## config.mk

```make
export PLATFORM = sky130hd
export DESIGN_NAME = mc_ctrl_fsm
export DESIGN_NICKNAME = d
export VERILOG_FILES = /design/src/rtl/mc_ctrl_fsm.sv
export SDC_FILE = /design/constraint.sdc
export NUM_CORES = 1
export LEC_CHECK = 0
export ABC_AREA = 1
export CAP_MARGIN = 20
export CORE_UTILIZATION = 50
export CTS_CLUSTER_SIZE = 24
export DETAILED_ROUTE_END_ITERATION = 6
export GPL_TIMING_DRIVEN = 0
export PLACE_DENSITY = 0.86
export SKIP_LAST_GASP = 1
export SLEW_MARGIN = 20
export SYNTH_ARGS = -nofsm -noshare
export SYNTH_HDL_FRONTEND = slang
export SYNTH_SLANG_ARGS = --single-unit
export TNS_END_PERCENT = 30
```

## constraint.sdc

```tcl
create_clock -name clk -period 1.8 [get_ports clk]
set_clock_uncertainty 0.05 [all_clocks]
set_input_delay 0.27 -clock clk [delete_from_list [all_inputs] [get_ports clk]]
set_output_delay 0.27 -clock clk [all_outputs]
set_load 0.05 [all_outputs]
```

## src/rtl/mc_ctrl_fsm.sv

```systemverilog
// Multi-cycle control FSM for the addu/subu/ori/lw/sw/beq datapath: sequences
// FETCH/DECODE/EXEC/MEM/WB, drives ALU op and datapath enables, counts retirements.
module mc_ctrl_fsm #(
   parameter int RETIRE_W     = 32,
   parameter bit ILLEGAL_HALT = 1'b0
) (
   input  logic                clk,
   input  logic                rst,
   input  logic [5:0]          op,
   input  logic [5:0]          funct,
   input  logic                zero,
   input  logic                mem_ready,
   output logic [2:0]          alu_ctrl,
   output logic                alu_src_b,
   output logic                ext_zero,
   output logic                reg_dst,
   output logic                mem_to_reg,
   output logic                ir_wr,
   output logic                pc_wr,
   output logic                pc_branch,
   output logic                mem_rd,
   output logic                mem_wr,
   output logic                reg_wr,
   output logic [2:0]          state,
   output logic                illegal,
   output logic [RETIRE_W-1:0] retired
);

   typedef enum logic [2:0] {
      S_FETCH  = 3'd0,
      S_DECODE = 3'd1,
      S_EXEC   = 3'd2,
      S_MEM    = 3'd3,
      S_WB     = 3'd4,
      S_HALT   = 3'd5
   } state_t;

   typedef enum logic [2:0] {
      C_ILL  = 3'd0,
      C_ADDU = 3'd1,
      C_SUBU = 3'd2,
      C_ORI  = 3'd3,
      C_LW   = 3'd4,
      C_SW   = 3'd5,
      C_BEQ  = 3'd6
   } class_t;

   state_t              r_state;
   state_t              w_next;
   class_t              r_class;
   class_t              w_dec_class;
   logic                r_illegal;
   logic [RETIRE_W-1:0] r_retired;
   logic                w_retire;
   logic [2:0]          w_class_alu;

   // Memory handshake: an access held on mem_rd/mem_wr completes in the cycle
   // mem_ready is high; mem_ready is ignored outside FETCH and MEM.
   always_comb begin
      w_dec_class = C_ILL;
      case (op)
         6'b000000: begin
            if (funct == 6'b100001)      w_dec_class = C_ADDU;
            else if (funct == 6'b100011) w_dec_class = C_SUBU;
         end
         6'b001101: w_dec_class = C_ORI;
         6'b100011: w_dec_class = C_LW;
         6'b101011: w_dec_class = C_SW;
         6'b000100: w_dec_class = C_BEQ;
         default:   w_dec_class = C_ILL;
      endcase
   end

   always_comb begin
      w_class_alu = 3'b000;
      case (r_class)
         C_ADDU:  w_class_alu = 3'b001;
         C_SUBU:  w_class_alu = 3'b011;
         C_ORI:   w_class_alu = 3'b010;
         C_LW:    w_class_alu = 3'b110;
         C_SW:    w_class_alu = 3'b111;
         C_BEQ:   w_class_alu = 3'b101;
         default: w_class_alu = 3'b000;
      endcase
   end

   always_ff @(posedge clk) begin
      if (rst) begin
         r_state   <= S_FETCH;
         r_class   <= C_ILL;
         r_illegal <= 1'b0;
         r_retired <= '0;
      end else begin
         r_state <= w_next;
         if (r_state == S_DECODE) begin
            r_class <= w_dec_class;
            if (w_dec_class == C_ILL) r_illegal <= 1'b1;
         end
         if (w_retire) r_retired <= r_retired + RETIRE_W'(1);
      end
   end

   always_comb begin
      w_next     = r_state;
      w_retire   = 1'b0;
      alu_ctrl   = 3'b000;
      alu_src_b  = 1'b0;
      ext_zero   = 1'b0;
      reg_dst    = 1'b0;
      mem_to_reg = 1'b0;
      ir_wr      = 1'b0;
      pc_wr      = 1'b0;
      pc_branch  = 1'b0;
      mem_rd     = 1'b0;
      mem_wr     = 1'b0;
      reg_wr     = 1'b0;
      case (r_state)
         S_FETCH: begin
            mem_rd = 1'b1;
            if (mem_ready) begin
               ir_wr  = 1'b1;
               pc_wr  = 1'b1;
               w_next = S_DECODE;
            end
         end
         S_DECODE: begin
            if (w_dec_class == C_ILL) w_next = ILLEGAL_HALT ? S_HALT : S_FETCH;
            else                      w_next = S_EXEC;
         end
         S_EXEC: begin
            alu_ctrl  = w_class_alu;
            alu_src_b = (r_class == C_ORI) || (r_class == C_LW) || (r_class == C_SW);
            ext_zero  = (r_class == C_ORI);
            case (r_class)
               C_ADDU, C_SUBU, C_ORI: w_next = S_WB;
               C_LW, C_SW:            w_next = S_MEM;
               C_BEQ: begin
                  pc_wr     = zero;
                  pc_branch = zero;
                  w_retire  = 1'b1;
                  w_next    = S_FETCH;
               end
               default:               w_next = S_FETCH;
            endcase
         end
         S_MEM: begin
            // ALU op held so the address presented to memory is stable across stalls
            alu_ctrl = w_class_alu;
            mem_rd   = (r_class == C_LW);
            mem_wr   = (r_class == C_SW);
            if (mem_ready) begin
               w_retire = (r_class == C_SW);
               w_next   = (r_class == C_LW) ? S_WB : S_FETCH;
            end
         end
         S_WB: begin
            reg_wr     = 1'b1;
            reg_dst    = (r_class == C_ADDU) || (r_class == C_SUBU);
            mem_to_reg = (r_class == C_LW);
            w_retire   = 1'b1;
            w_next     = S_FETCH;
         end
         S_HALT:  w_next = S_HALT;
         default: w_next = S_FETCH;
      endcase
      if (rst) begin
         w_retire   = 1'b0;
         alu_ctrl   = 3'b000;
         alu_src_b  = 1'b0;
         ext_zero   = 1'b0;
         reg_dst    = 1'b0;
         mem_to_reg = 1'b0;
         ir_wr      = 1'b0;
         pc_wr      = 1'b0;
         pc_branch  = 1'b0;
         mem_rd     = 1'b0;
         mem_wr     = 1'b0;
         reg_wr     = 1'b0;
      end
   end

   assign state   = r_state;
   assign illegal = r_illegal;
   assign retired = r_retired;

endmodule

```

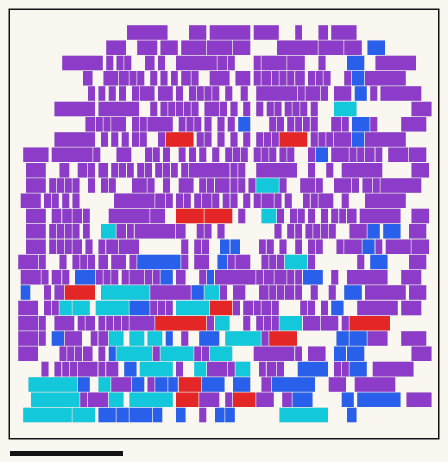
Fig. 1. Drive-strength map.
Bar = 20 µm.
Purple marks _0 and _1 cells, cells 440. Cyan marks _3 and _4 cells, cells 31. Red marks _6 and larger, cells 12. Blue marks _2 cells, cells 54.
final worst-path setup slack: -0.0657 ns
fin area: 3790 µm²
number of non-clock buffers: 79
Area growth, synth to finish: 38.0%

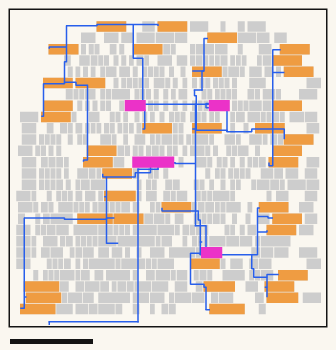
Fig. 2. Clock wires, drivers and flops.
Bar = 20 µm.
Blue marks clock wires, length 524 µm. Orange marks flip-flops, count 39. Magenta marks clock drivers, count 5.
Position of the flops: spread over the die.
share of total power in the clock network: 0.373
Clock group: 0.662 mW
insertion delay at the late pin of the worst-skew pair: 0.29 ns

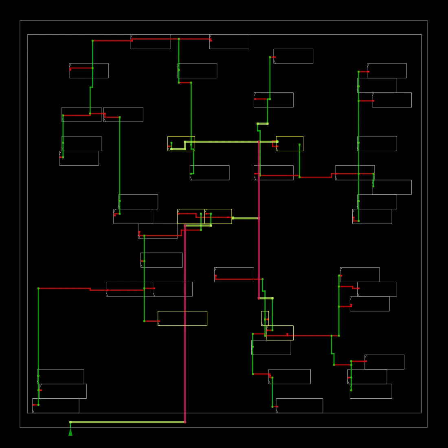
Fig. 3. Clock nets.
TritonCTS Sinks: 39
CLK BUF: 7
clock buffers created by TritonCTS: 5
Seq cells: 39

==> flow_summary.toml <==
# flow metrics
[status]
outcome = "finished, violations left"
failed_checks = "setup timing"

[worst_setup_path]
crit_buf_inv = 1
cp-start-kind = "flip-flop"
crit_required_ns = 1.48
regToRegStartpoint = "retired[0]$_SDFFE_PP0P_"
worstReg2RegEnd = "retired[10]$_SDFFE_PP0P_"
crit_chain = "clkdlybuf4s50_1"
crit_path_top_delay_cell = "sky130_fd_sc_hd__clkdlybuf4s50_1"
endpoint_kind = "output port"
worstRegToRegCells = 8
timing_worst_setup_path_type = "reg -> out"
arrival_ns = 1.55
worst_path_largest_cell_delay_ns = 0.83
rrSetupSlack_ns = 0.01
setup.worst_path.start = "retired[12]$_SDFFE_PP0P_"
critPathMaxFanout = 5
crit_family = "buffers and inverters"
worst_setup_path_endpoint = "retired[12]"

[cts]
clock_tree.root_cell = "sky130_fd_sc_hd__clkbuf_8"
cts_htree_levels = 2
worst_setup_hold_path_clk_slew_ns = 0.08
clock_tree.buffer_depth = 2
post_cts.repair.setup_buffers = 1
cts_tree = "done"
cts-hold-fix-buffers = 0
cts_resized = 84

[global_routing]
grt-ovfl-total = 0
groute.layer.met2.usage = 0.493
global_route.usage.total = 0.276
first_pass_grt_wire_length_mm = 13.0
grt_use_met3 = 0.0419
grt_max_degree = 12
grt_antenna_before_repair = 0
grt-busiest-layer = "met2"
grt_pass1_vias = 2934

[layout]
largest_class = "multi-input combinational cells"
final_cells = 607
comb_area_um2 = 1900
area_share_clock_buf_inv = 0.0258
fillCellCount = 436
num-nets-final = 555
layout_top_cells_excl_fill_tap = "sky130_fd_sc_hd__nand2_1, sky130_fd_sc_hd__nor2_1, sky130_fd_sc_hd__inv_1"
final_layout_top_logic_cell = "sky130_fd_sc_hd__nand2_1"
layout.nonclk_buf_frac = 0.197
n_all_inverters = 38
comb_area_frac = 0.502
largest_register_ffs = 32
drive_gt1_frac = 0.181
antennaDiodeCount = 0

[timing]
final.min_clock_period_ns = 1.87
setup_repair_after_global_routing_missed_its_margin = "yes"
hold_viol_final = 0
timing.slew.headroom = 0.650
slew_viol_final = 0
setup_violations = 16
max_freq_ghz = 0.536
fin_setup_tns_ns = -0.614
timing.final.ws_setup_ns = -0.0657
worst_pin_slew_ns = 0.525
timing.final.crit_share = 1.04

[routing]
detail_route.drc_violations = 0
detailroute.wirelength.met2_mm = 3.82
drtIter0Drc = 256
route.top_layer_used = "met4"
met3_length_um = 570
num_vias = 3200
first_pass_iters = 5
drt-total-wl_mm = 7.82
routed_wire_length_per_instance_um = 12.9

[hold_path]
hold_crit_class = "in -> reg"
min_path_cells = 2

[yosys]
synth_dominant_cell_count = "sky130_fd_sc_hd__nand2_1"
synthesis.nets = 480
ys_sh_mux = 0
synthesis.area_um2 = 2740
synth_compound_gate_area_share = 0.0944
synth.distinct_cells = 30
synth.yosys.num_cells = 462
synth_seq_share = 0.285
async_flop_share = 0
and_or_nand_nor_area_frac = 0.493
synth-xor-area-share = 0.0415
yosys_register_bits = 39
top_cells_by_count = "sky130_fd_sc_hd__nand2_1, sky130_fd_sc_hd__nor2_1, sky130_fd_sc_hd__dfxtp_1"
synth_adder_area_share = 0.00912
syn-mean-instance-area_um2 = 5.94
synth.yosys.chip_area_um2 = 2740
ff_type = "sky130_fd_sc_hd__dfxtp_1"
synth_area_leader_cell = "sky130_fd_sc_hd__dfxtp_1"
top_cells_area = "sky130_fd_sc_hd__dfxtp_1, sky130_fd_sc_hd__nand2_1, sky130_fd_sc_hd__nor2_1"
yosysTopAreaCellShare = 0.285
syn-instance-count = 462
main_logic_family = "simple AND/OR/NAND/NOR gates"
post_synth_edffs = 0

[power]
leakagePower_nw = 1.73
switchingPower_mw = 0.472
pwr_dens_nw_per_um2 = 468
combinationalPowerShare = 0.128
vdd.ir_drop.worst_mv = 0.322
switching_share = 0.266
power.internal_mw = 1.30
pwr.group.combinational_mw = 0.227
total_power_mw = 1.77
sequentialPowerShare = 0.499
power_sequential_mw = 0.884

[placement]
placed_area_um2 = 3580
port_buffers = 63
detailedPlace.worstSlack_ns = -0.585
place.detailed.instances = 595
hpwl_mm = 5.87
place_congestion = 0.934

[run]
tally_of_max_capacitance_violations = 0
log.warning_count = 29

[floorplan]
core_area_um2 = 5200
nWellTaps = 70
die_area_um2 = 5790
floorplan.rows = 26
chipWidth_um = 76.1
fp_util = 0.527
die_h_um = 76.1
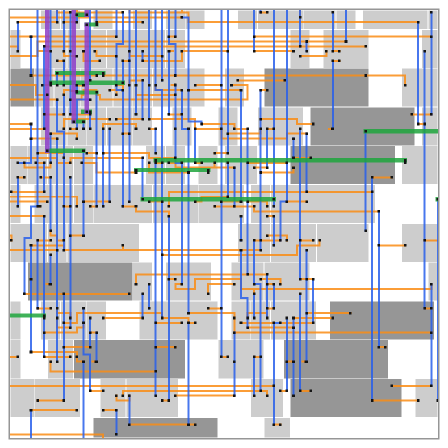
Fig. 4. Zoomed window.
Window x 42 to 72, y 4 to 34 µm. Cells in grey, sequential cells in the stronger grey; small squares are vias.
Purple marks metal 4. Blue marks metal 2. Orange marks metal 1. Green marks metal 3.
Sequential cells in the window: 9. 74 logic cells have their middle in the window. Most frequent: nand2_1 (14), nor2_1 (9). Netlist names of flops here include `retired` (9).

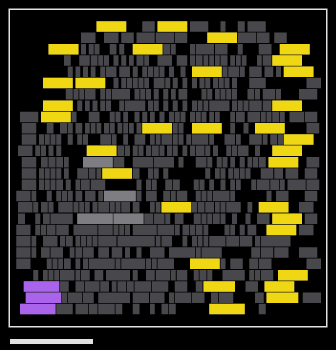
Fig. 5. Register map, names as in the netlist.
Bar = 20 µm. Other sequential cells in the stronger grey, the rest of the logic in the fainter grey.
Yellow marks `retired`, sequential cells 32, where spread over the die. Purple marks `state`, sequential cells 3.
share of the core filled with cells in the final layout: 0.727
area taken by flip-flops and latches: 803 µm²
flip-flop and latch share of the layout cell area: 0.212

Power is estimated from default activity; no workload was simulated.
